$ cat src/rtl/mult_pkg.sv
// Shared definitions for the multiplier host block.
// Holds the operand and product widths, the WAIT counter width and the
// 2-bit FSM state encoding used by mult_host.
package mult_pkg;

  localparam int OP_W   = 4;
  localparam int PROD_W = 8;
  localparam int CNT_W  = 8;

  typedef enum logic [1:0] {
    S_IDLE   = 2'd0,
    S_LAUNCH = 2'd1,
    S_WAIT   = 2'd2,
    S_RESP   = 2'd3
  } state_t;

endpackage

$ cat src/rtl/mult_host_if.sv
// Bus bundle between the host, mult_host and the multiplier.
//   req_valid/req_ready/a_in/b_in          : host request channel
//   rsp_valid/rsp_ready/rsp_product/rsp_timeout : host response channel
//   mul_start/mul_a/mul_b/mul_done/mul_product  : multiplier side
// slave  : view of mult_host
// master : view of the environment (host plus multiplier)
interface mult_host_if;
  import mult_pkg::*;

  logic              req_valid;
  logic              req_ready;
  logic [OP_W-1:0]   a_in;
  logic [OP_W-1:0]   b_in;
  logic              mul_start;
  logic [OP_W-1:0]   mul_a;
  logic [OP_W-1:0]   mul_b;
  logic              mul_done;
  logic [PROD_W-1:0] mul_product;
  logic              rsp_valid;
  logic              rsp_ready;
  logic [PROD_W-1:0] rsp_product;
  logic              rsp_timeout;

  modport slave (
    input  req_valid, a_in, b_in, mul_done, mul_product, rsp_ready,
    output req_ready, mul_start, mul_a, mul_b, rsp_valid, rsp_product, rsp_timeout
  );

  modport master (
    output req_valid, a_in, b_in, mul_done, mul_product, rsp_ready,
    input  req_ready, mul_start, mul_a, mul_b, rsp_valid, rsp_product, rsp_timeout
  );

endinterface

$ cat src/rtl/mult_timeout_ctr.sv
// WAIT-state cycle counter.
//   clk, rst : clock, async active-low reset
//   clear    : force the count to zero (takes priority over enable)
//   enable   : advance the count by one
//   tc       : count equals TC_VALUE (last allowed WAIT cycle)
module mult_timeout_ctr
  import mult_pkg::*;
#(
  parameter logic [CNT_W-1:0] TC_VALUE = 8'd14
) (
  input  logic clk,
  input  logic rst,
  input  logic clear,
  input  logic enable,
  output logic tc
);

  logic [CNT_W-1:0] cnt;

  always_ff @(posedge clk or negedge rst) begin
    if (!rst) begin
      cnt <= '0;
    end else if (clear) begin
      cnt <= '0;
    end else if (enable) begin
      cnt <= cnt + 1'b1;
    end
  end

  assign tc = (cnt == TC_VALUE);

endmodule

$ cat src/rtl/mult_host.sv
// Host-side sequencer for a 4x4 unsigned multiplier.
// Accepts an operand pair, pulses mul_start, waits for mul_done with a
// bounded timeout, and returns either the product or an abort flag.
//   clk, rst : clock, async active-low reset
//   bus      : request / response / multiplier signals (slave view)
//   busy     : high in every state except IDLE
//
// state    | meaning
// ---------+-------------------------------------------------
// S_IDLE   | ready for a request, operands latched on accept
// S_LAUNCH | one-cycle mul_start pulse, counter cleared
// S_WAIT   | waiting for mul_done or timeout
// S_RESP   | response held until rsp_ready
module mult_host
  import mult_pkg::*;
#(
  parameter int unsigned TIMEOUT_CYCLES = 15
) (
  input  logic        clk,
  input  logic        rst,
  mult_host_if.slave  bus,
  output logic        busy
);

  // Timeout fires on the TIMEOUT_CYCLES-th WAIT cycle (count starts at 0).
  localparam logic [CNT_W-1:0] TC_LAST = CNT_W'(TIMEOUT_CYCLES - 1);

  state_t state, state_nxt;
  logic   tc;
  logic   ctr_clear;
  logic   ctr_en;

  always_ff @(posedge clk or negedge rst) begin
    if (!rst) begin
      state <= S_IDLE;
    end else begin
      state <= state_nxt;
    end
  end

  always_comb begin
    state_nxt = state;
    case (state)
      S_IDLE:   if (bus.req_valid) state_nxt = S_LAUNCH;
      S_LAUNCH: state_nxt = S_WAIT;
      S_WAIT:   if (bus.mul_done || tc) state_nxt = S_RESP;
      S_RESP:   if (bus.rsp_ready) state_nxt = S_IDLE;
      default:  state_nxt = S_IDLE;
    endcase
  end

  always_ff @(posedge clk or negedge rst) begin
    if (!rst) begin
      bus.mul_a       <= '0;
      bus.mul_b       <= '0;
      bus.rsp_product <= '0;
      bus.rsp_timeout <= 1'b0;
    end else begin
      if (state == S_IDLE && bus.req_valid) begin
        bus.mul_a <= bus.a_in;
        bus.mul_b <= bus.b_in;
      end
      if (state == S_WAIT) begin
        // done has priority over a coincident timeout
        if (bus.mul_done) begin
          bus.rsp_product <= bus.mul_product;
          bus.rsp_timeout <= 1'b0;
        end else if (tc) begin
          bus.rsp_product <= '0;
          bus.rsp_timeout <= 1'b1;
        end
      end
    end
  end

  assign ctr_clear = (state == S_LAUNCH);
  assign ctr_en    = (state == S_WAIT);

  mult_timeout_ctr #(
    .TC_VALUE (TC_LAST)
  ) u_ctr (
    .clk    (clk),
    .rst    (rst),
    .clear  (ctr_clear),
    .enable (ctr_en),
    .tc     (tc)
  );

  // req_ready is gated by rst so it stays low while reset is held.
  assign bus.req_ready = (state == S_IDLE) && rst;
  assign bus.mul_start = (state == S_LAUNCH);
  assign bus.rsp_valid = (state == S_RESP);
  assign busy          = (state != S_IDLE);

endmodule

$ cat src/flat_wrapper.sv
// flat-port wrapper written by rule: the top's interface ports become plain ports
module mult_host_flat import mult_pkg::*;
#(
  parameter int unsigned TIMEOUT_CYCLES = 15
)
  (clk, rst, busy, bus_req_valid, bus_a_in, bus_b_in, bus_mul_done, bus_mul_product, bus_rsp_ready, bus_req_ready, bus_mul_start, bus_mul_a, bus_mul_b, bus_rsp_valid, bus_rsp_product, bus_rsp_timeout);
  mult_host_if bus_i ();
  input  logic clk;
  input  logic rst;
  output logic busy;
  input wire logic [$bits(bus_i.req_valid)-1:0] bus_req_valid;
  input wire logic [$bits(bus_i.a_in)-1:0] bus_a_in;
  input wire logic [$bits(bus_i.b_in)-1:0] bus_b_in;
  input wire logic [$bits(bus_i.mul_done)-1:0] bus_mul_done;
  input wire logic [$bits(bus_i.mul_product)-1:0] bus_mul_product;
  input wire logic [$bits(bus_i.rsp_ready)-1:0] bus_rsp_ready;
  output wire logic [$bits(bus_i.req_ready)-1:0] bus_req_ready;
  output wire logic [$bits(bus_i.mul_start)-1:0] bus_mul_start;
  output wire logic [$bits(bus_i.mul_a)-1:0] bus_mul_a;
  output wire logic [$bits(bus_i.mul_b)-1:0] bus_mul_b;
  output wire logic [$bits(bus_i.rsp_valid)-1:0] bus_rsp_valid;
  output wire logic [$bits(bus_i.rsp_product)-1:0] bus_rsp_product;
  output wire logic [$bits(bus_i.rsp_timeout)-1:0] bus_rsp_timeout;
  assign bus_i.req_valid = bus_req_valid;
  assign bus_i.a_in = bus_a_in;
  assign bus_i.b_in = bus_b_in;
  assign bus_i.mul_done = bus_mul_done;
  assign bus_i.mul_product = bus_mul_product;
  assign bus_i.rsp_ready = bus_rsp_ready;
  assign bus_req_ready = bus_i.req_ready;
  assign bus_mul_start = bus_i.mul_start;
  assign bus_mul_a = bus_i.mul_a;
  assign bus_mul_b = bus_i.mul_b;
  assign bus_rsp_valid = bus_i.rsp_valid;
  assign bus_rsp_product = bus_i.rsp_product;
  assign bus_rsp_timeout = bus_i.rsp_timeout;
  mult_host #(.TIMEOUT_CYCLES(TIMEOUT_CYCLES)) u_core (.clk(clk), .rst(rst), .bus(bus_i), .busy(busy));
endmodule
$ cat config.mk
export PLATFORM = sky130hd
export DESIGN_NAME = mult_host_flat
export DESIGN_NICKNAME = d
export VERILOG_FILES = /design/src/rtl/mult_pkg.sv /design/src/rtl/mult_host_if.sv /design/src/rtl/mult_timeout_ctr.sv /design/src/rtl/mult_host.sv /design/src/flat_wrapper.sv
export SDC_FILE = /design/constraint.sdc
export NUM_CORES = 1
export LEC_CHECK = 0
export ABC_AREA = 1
export CORE_MARGIN = 10
export CORE_UTILIZATION = 40
export CTS_CLUSTER_DIAMETER = 100
export DETAILED_ROUTE_END_ITERATION = 10
export GPL_TIMING_DRIVEN = 0
export PLACE_DENSITY = 0.74
export REMOVE_ABC_BUFFERS = 1
export SLEW_MARGIN = 20
export SYNTH_ARGS = -nofsm -noshare
export SYNTH_HDL_FRONTEND = slang
export SYNTH_SLANG_ARGS = --single-unit
$ cat constraint.sdc
create_clock -name clk -period 1.8 [get_ports clk]
set_input_delay 0.36 -clock clk [delete_from_list [all_inputs] [get_ports clk]]
set_output_delay 0.36 -clock clk [all_outputs]
set_load 0.03 [all_outputs]
Fig. 1: run 1, sequential cells grouped by signal name
Bar = 20 um.
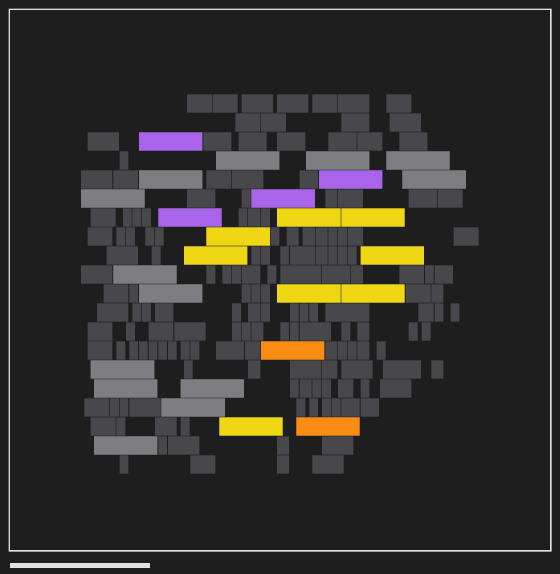
Key: u_core.state = orange [flops 2]; u_core.bus.mul_b = purple [flops 4]; u_core.u_ctr.cnt = yellow [flops 8, where centre]
Another 13 sequential cells are not coloured.

Fig. 2: run 1, sizing map
Bar = 20 um.
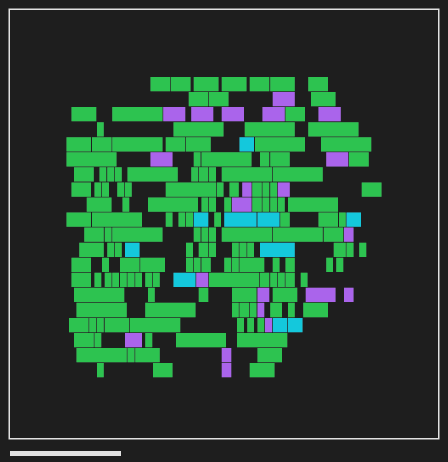
Key: x3 and x4 = cyan [cells 10]; x2 = purple [cells 21, most used mux2_2]; x1 and smaller = green [cells 155, most used nand2_1]
Synth-to-Final Area Change: 38.5%
post-route cell area: 1820 um^2
Repair and plain buffers: 43
post-route setup slack: 65.1 ps

Fig. 3: run 1, clock network drawn from the DEF
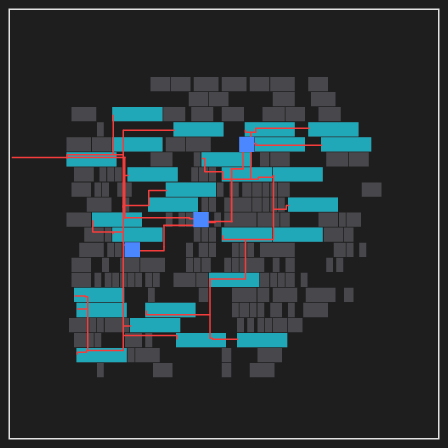
Key: clock wires = red [length 328 um]; flip-flops = cyan [count 27]; clock-net drivers = blue [count 3]
There are 4 routed clock nets.
Clock group: 0.265 mW
Late-Pin Clk Latency: 330 ps
Clock power frac: 0.086

==> results_dict.tcl, run 1 <==
# collected from the flow reports
set metrics [dict create \
    min_period_ps 1730 \
    worstMarginPinSlew_ps 601 \
    r2r-start "u_core.state[1]" \
    numClockSinks 27 \
    met3_length_um 223 \
    top_cells_by_count "nand2_1 (44), dfrtp_1 (27), inv_1 (17), nor2_1 (10), mux2_2 (8)" \
    syn_area_per_cell_um2 9.38 \
    power-top-group "combinational logic" \
    skew_ps 2.60 \
    m1WireLength_um 1300 \
    htree_levels 1 \
    max_freq_mhz 576 \
    crit_family "buffers and inverters" \
    cts_tree "done" \
    register_area_um2 676 \
    ys_sh_mux 0.0686 \
    hp-class "input pin to async pin" \
    postCtsHoldBufs 0 \
    powerSeq_mw 1.02 \
    crit_start "u_core.bus.rsp_timeout" \
    clk_pin_slew_ps 140 \
    ff_type "dfrtp_1" \
    finalCritPeriodShare 0.964 \
    crit_buf_inv 1 \
    antenna_cells 0 \
    critPathMaxFanout 2 \
    use_met2 0.183 \
    reg2reg_to "u_core.u_ctr.cnt[6]" \
    critPathCapture "bus_rsp_timeout" \
    crit_path_cell_trace "clkdlybuf4s50_1" \
    fillCellCount 283 \
    yosysTopAreaCell "dfrtp_1" \
    final_util 0.586 \
    core_area_um2 3100 \
    outcome "finished clean" \
    post-cts-setup-buffers 2 \
    wirelength_um 3040 \
    vias_per_cell 4.56 \
    ys_cells 140 \
    xor_share 0 \
    drv_slew 0 \
    hold_viol 0 \
    required_ps 1440 \
    hold_slack_ps 18.9 \
    grt_usage 0.109 \
    synthArstFlopShare 1.00 \
    yosysSeqAreaShare 0.514 \
    yosysChipArea_um2 1310 \
    critPathLaunchType "register" \
    grt_setup_unrepaired "no" \
    busiest_layer "met2" \
    dieHeight_um 77.3 \
    reg_top3 "u_core.bus.rsp_product (8), u_core.u_ctr.cnt (8)" \
    max_stage_delay_ps 670 \
    maxCapViolations 0 \
    wl_per_cell_um 13.2 \
    final_layout_size_suffix_gt1_frac 0.167 \
    io_pins 42 \
    clockBufferDepth 2 \
    p_sw_frac 0.459 \
]
## run 1: cell usage in the layout (no fill, tap or decap), drive strengths merged
master and count:
a21oi 4, buf 7, clkbuf 4, clkdlybuf4s50 23, clkinv 2, dfrtp 27
dlymetal6s2s 13, ha 7, inv 17, mux2 8, nand2 48, nand3 7
nor2 10, nor3 4, o21ai 2, o22ai 2, or2 1
## run 1: per-stage QoR
step	worst slack (ps)	instances	power [mW]
2_1_floorplan	326	139	2.17
3_5_place_dp	-308	224	2.88
6_report	65.1	230	3.09
4_1_cts	11.2	230	3.17
5_1_grt	2.67	230	3.34
3_3_place_gp	-1150	224	2.81
## run 1: cell type report
type	instances	area share
timing repair buffer	43	0.239
sequential	27	0.371
clock buffer	4	0.0144
multi-input combinational	93	0.305
inverter	19	0.0399
tap	44	0.0303
--- run 2 (diff from run 1) ---
Settings changed: CORE_ASPECT_RATIO set to 1.75.
==> results_dict.tcl, run 2 <==
# collected from the flow reports
set metrics [dict create \
    dp.cells 223 \
    drc_errors 0 \
    worstMarginPinSlew_ps 613 \
    reg2reg_to "u_core.u_ctr.cnt[7]" \
    r2r-start "u_core.state[0]" \
    p_seq_frac 0.328 \
    use_met2 0.190 \
    top_layer "met4" \
    crit_start "u_core.state[0]" \
    required_ps 1440 \
    cts_resized 11 \
    ys_cells 140 \
    final_layout_size_suffix_gt1_frac 0.158 \
    p_int_mw 1.74 \
    met2_length_um 1570 \
    synth_cells 140 \
    place_ws_ps -303 \
    io_buffers 41 \
    drv_slew 0 \
    r2r_slack_ps 200 \
    crit_type "register to primary output" \
    grt_use_met1 0.107 \
    m1WireLength_um 1140 \
    register_area_um2 676 \
    outcome "finished clean" \
    dieHeight_um 95.8 \
    synth_cell_types 21 \
    stdcell_count 227 \
    top_cell_area_share 0.514 \
    powerClk_mw 0.342 \
    critPathCapture "busy" \
    yosysTopAreaCell "dfrtp_1" \
    clock_latency_ps 270 \
    min_period_ps 1710 \
    finalWorstSetupSlack_ps 86.2 \
    grt_util_met3 0.0488 \
    finalSetupTns_ps 0 \
    critPathLaunchType "register" \
    ys_ff 27 \
    skew_ps 7.23 \
    wirelength_um 3040 \
    hpwlAfterDp_um 2520 \
    powerSeq_mw 1.04 \
    num_vias 1047 \
    vias_per_cell 4.61 \
    numClockSinks 27 \
    grt_setup_unrepaired "no" \
    cts_root_buf "clkbuf_8" \
    postCtsHoldBufs 0 \
    switchingPower_mw 1.42 \
    antenna_cells 0 \
    clockBufferDepth 2 \
    mi_logic_area_um2 554 \
    grt_max_degree 29 \
    antenna_found_initial 0 \
    edf_count 0 \
    reg2regPathDepth 7 \
    max_freq_mhz 584 \
    clk_pin_slew_ps 90 \
    hold_slack_ps 87.4 \
    fillCellCount 287 \
    warning_count 30 \
    syn_area_per_cell_um2 9.38 \
    die_x_um 63.3 \
    yosysChipArea_um2 1310 \
    synthArstFlopShare 1.00 \
    leakagePower_nw 0.895 \
    cp.depth 4 \
    p_clk_frac 0.108 \
    final_util 0.572 \
    grt_pass1_vias 1180 \
    maxCapViolations 0 \
    crit_path_cell_trace "inv_2 > ha_2 > inv_1 > clkdlybuf4s18_2" \
    dieArea_um2 6070 \
    worstPathArrival_ps 1350 \
    cts_buffers 3 \
    synth_area_um2 1310 \
    first_pass_iters 4 \
    ff_type "dfrtp_1" \
    p_sw_frac 0.449 \
    cp_slowest_cell "dfrtp_1" \
    end_kind "primary output" \
    met3_length_um 299 \
    max_stage_delay_ps 440 \
    grt_pass1_wl_um 5350 \
    power_per_cell_area_nw_per_um2 1760 \
    hp-class "input pin to async pin" \
    overflow 0 \
    most_common_cell "nand2_1" \
    fin_area_um2 1800 \
    p_comb_frac 0.564 \
    relSlewSlack 0.591 \
    busiest_layer "met2" \
    yosysSeqAreaShare 0.514 \
    place_area_um2 1760 \
    finalCritPeriodShare 0.952 \
    layout_top_cell "nand2_1" \
    ys_warn_count 0 \
    std_cell_rows 27 \
    area_leaders "dfrtp_1 (51%), nand2_1 (13%), mux2_2 (6.9%)" \
    wl_per_cell_um 13.4 \
    post-cts-setup-buffers 0 \
    top_cells_by_count "nand2_1 (44), dfrtp_1 (27), inv_1 (17), nor2_1 (10), mux2_2 (8)" \
    area_growth_pct 36.8 \
    setup_viol 0 \
    reg_top3 "u_core.bus.rsp_product (8), u_core.u_ctr.cnt (8)" \
    power-top-group "combinational logic" \
    final_cell_mix "nand2_1 (44), clkdlybuf4s50_1 (36), dfrtp_1 (27)" \
    critPathMaxFanout 4 \
    grt_usage 0.106 \
    core_area_um2 3140 \
    cts_tree "done" \
    finalPower_mw 3.17 \
    globalplace.congestion 0.731 \
    drt_iter0_markers 14 \
    initCoreUtil 0.418 \
    crit_buf_inv 3 \
    pg_comb_mw 1.79 \
    hold_viol 0 \
    io_pins 42 \
    fin_nets 213 \
    htree_levels 1 \
    crit_family "flip-flops" \
    ir_drop_v 0.00132 \
    antenna_left 0 \
]
run 2: logic make-up (layout without fill, tap and decap cells):
| family | after synthesis | in the layout | synth area share |
|---|---|---|---|
| AND-OR/OR-AND | 8 | 8 | 0.0352 |
| adder cells (fa/ha/maj) | 7 | 7 | 0.0667 |
| buffers and inverters | 20 | 64 | 0.0657 |
| flip-flops | 27 | 27 | 0.514 |
| multiplexers | 8 | 8 | 0.0686 |
| AND/OR/NAND/NOR | 70 | 70 | 0.250 |
run 2: cell type report:
class | instances | share of cell area
timing repair buffer | 41 | 0.219
tap | 43 | 0.0299
clock inverter | 1 | 0.00279
clock buffer | 3 | 0.0230
multi-input combinational | 93 | 0.308
inverter | 19 | 0.0404
sequential | 27 | 0.376
Fig. 4: run 2, sequential cells grouped by signal name
Bar = 20 um.
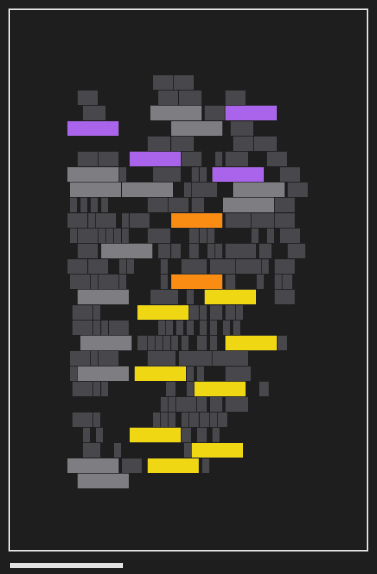
Key: u_core.u_ctr.cnt = yellow [flops 8]; u_core.state = orange [flops 2]; u_core.bus.mul_b = purple [flops 4, where north]
Another 13 sequential cells are not coloured.

--- run 3 (diff from run 2) ---
Clock period 1.8 ns to 1.6 ns, I/O delays scaled along.
==> results_dict.tcl, run 3 <==
# collected from the flow reports
set metrics [dict create \
    outcome "finished clean" \
    p_seq_frac 0.323 \
    first_pass_iters 4 \
    reg2reg_to "u_core.u_ctr.cnt[7]" \
    r2r-start "u_core.state[1]" \
    hold_viol 0 \
    aoi_share 0.0352 \
    p_clk_frac 0.109 \
    fillCellCount 286 \
    inverters 19 \
    ir_drop_v 0.00144 \
    yosysChipArea_um2 1310 \
    syn_area_per_cell_um2 9.38 \
    grt_use_met1 0.109 \
    grt_util_met3 0.0477 \
    setup_viol 0 \
    final_util 0.589 \
    cts_root_buf "clkbuf_8" \
    core_area_um2 3140 \
    clockBufferDepth 2 \
    area_leaders "dfrtp_1 (51%), nand2_1 (13%), mux2_2 (6.9%)" \
    finalSetupTns_ps 0 \
    critPathCapture "bus_mul_start" \
    p_comb_frac 0.568 \
    antenna_left 0 \
    initCoreUtil 0.418 \
    tap_cells 43 \
    synth_area_um2 1310 \
    drc_errors 0 \
    dieHeight_um 95.8 \
    most_common_cell "nand2_1" \
    io_buffers 41 \
    hp-class "input pin to async pin" \
    relSlewSlack 0.580 \
    required_ps 1280 \
    max_stage_delay_ps 420 \
    flops 27 \
    leakagePower_nw 0.961 \
    layout_top_cell "nand2_1" \
    yosysSeqAreaShare 0.514 \
    mi_logic_area_um2 564 \
    wirelength_um 3200 \
    crit_path_cell_trace "buf_4 > ha_1 > buf_6" \
    xor_share 0 \
    wl_per_cell_um 13.7 \
    post-cts-setup-buffers 1 \
    simple_gate_area_frac 0.250 \
    warning_count 31 \
    synth_adder_area_share 0.0667 \
    final_layout_size_suffix_gt1_frac 0.183 \
    synth_cells 140 \
    overflow 0 \
    die_x_um 63.3 \
    grt_pass1_vias 1190 \
    yosysTopAreaCell "dfrtp_1" \
    ys_sh_mux 0.0686 \
    end_kind "primary output" \
    power_per_cell_area_nw_per_um2 1930 \
    grt_max_degree 29 \
    seq-cell-share 0.365 \
    clock_buffers 3 \
    dieArea_um2 6070 \
    globalplace.congestion 0.731 \
    antenna_found_initial 0 \
    io_pins 42 \
]
[run 3: cell counts after synthesis]
Identical to the previous run, type by type.
[run 3: metrics by stage]
stage	cell area [um^2]	std cells	hold WS [ps]
after floorplan	1300	139	24.4
after global placement	1760	223	453
after detailed placement	1760	223	374
after CTS	1790	228	72.3
after global routing	1850	234	411
final	1850	234	399
[run 3: power groups by stage]
stage / Combinational, mW / Sequential [mW] / Clock, mW
final: 2.03 / 1.15 / 0.388
after global routing: 2.22 / 1.20 / 0.426
after CTS: 1.96 / 1.16 / 0.397
after detailed placement: 2.06 / 1.18 / 0
after global placement: 1.99 / 1.16 / 0
after floorplan: 0.864 / 1.57 / 0
[run 3: critical path, delay by kind of cell (launching register included)]
family	cells	cell delay [ps]
flip-flops	1	420
buffers and inverters	2	300
adder cells (fa/ha/maj)	1	240
Fig. 5: run 3, clock network drawn from the DEF
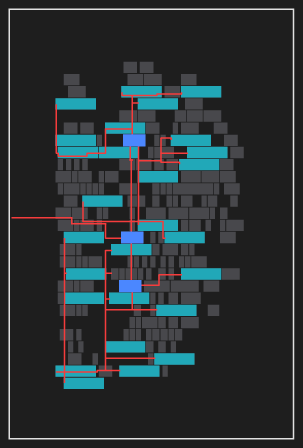
Key: clock wires = red [length 318 um]; flip-flops = cyan [count 27]; clock-net drivers = blue [count 3]
There are 4 routed clock nets.

No activity file was given, so power comes from the tool's default toggle rates.
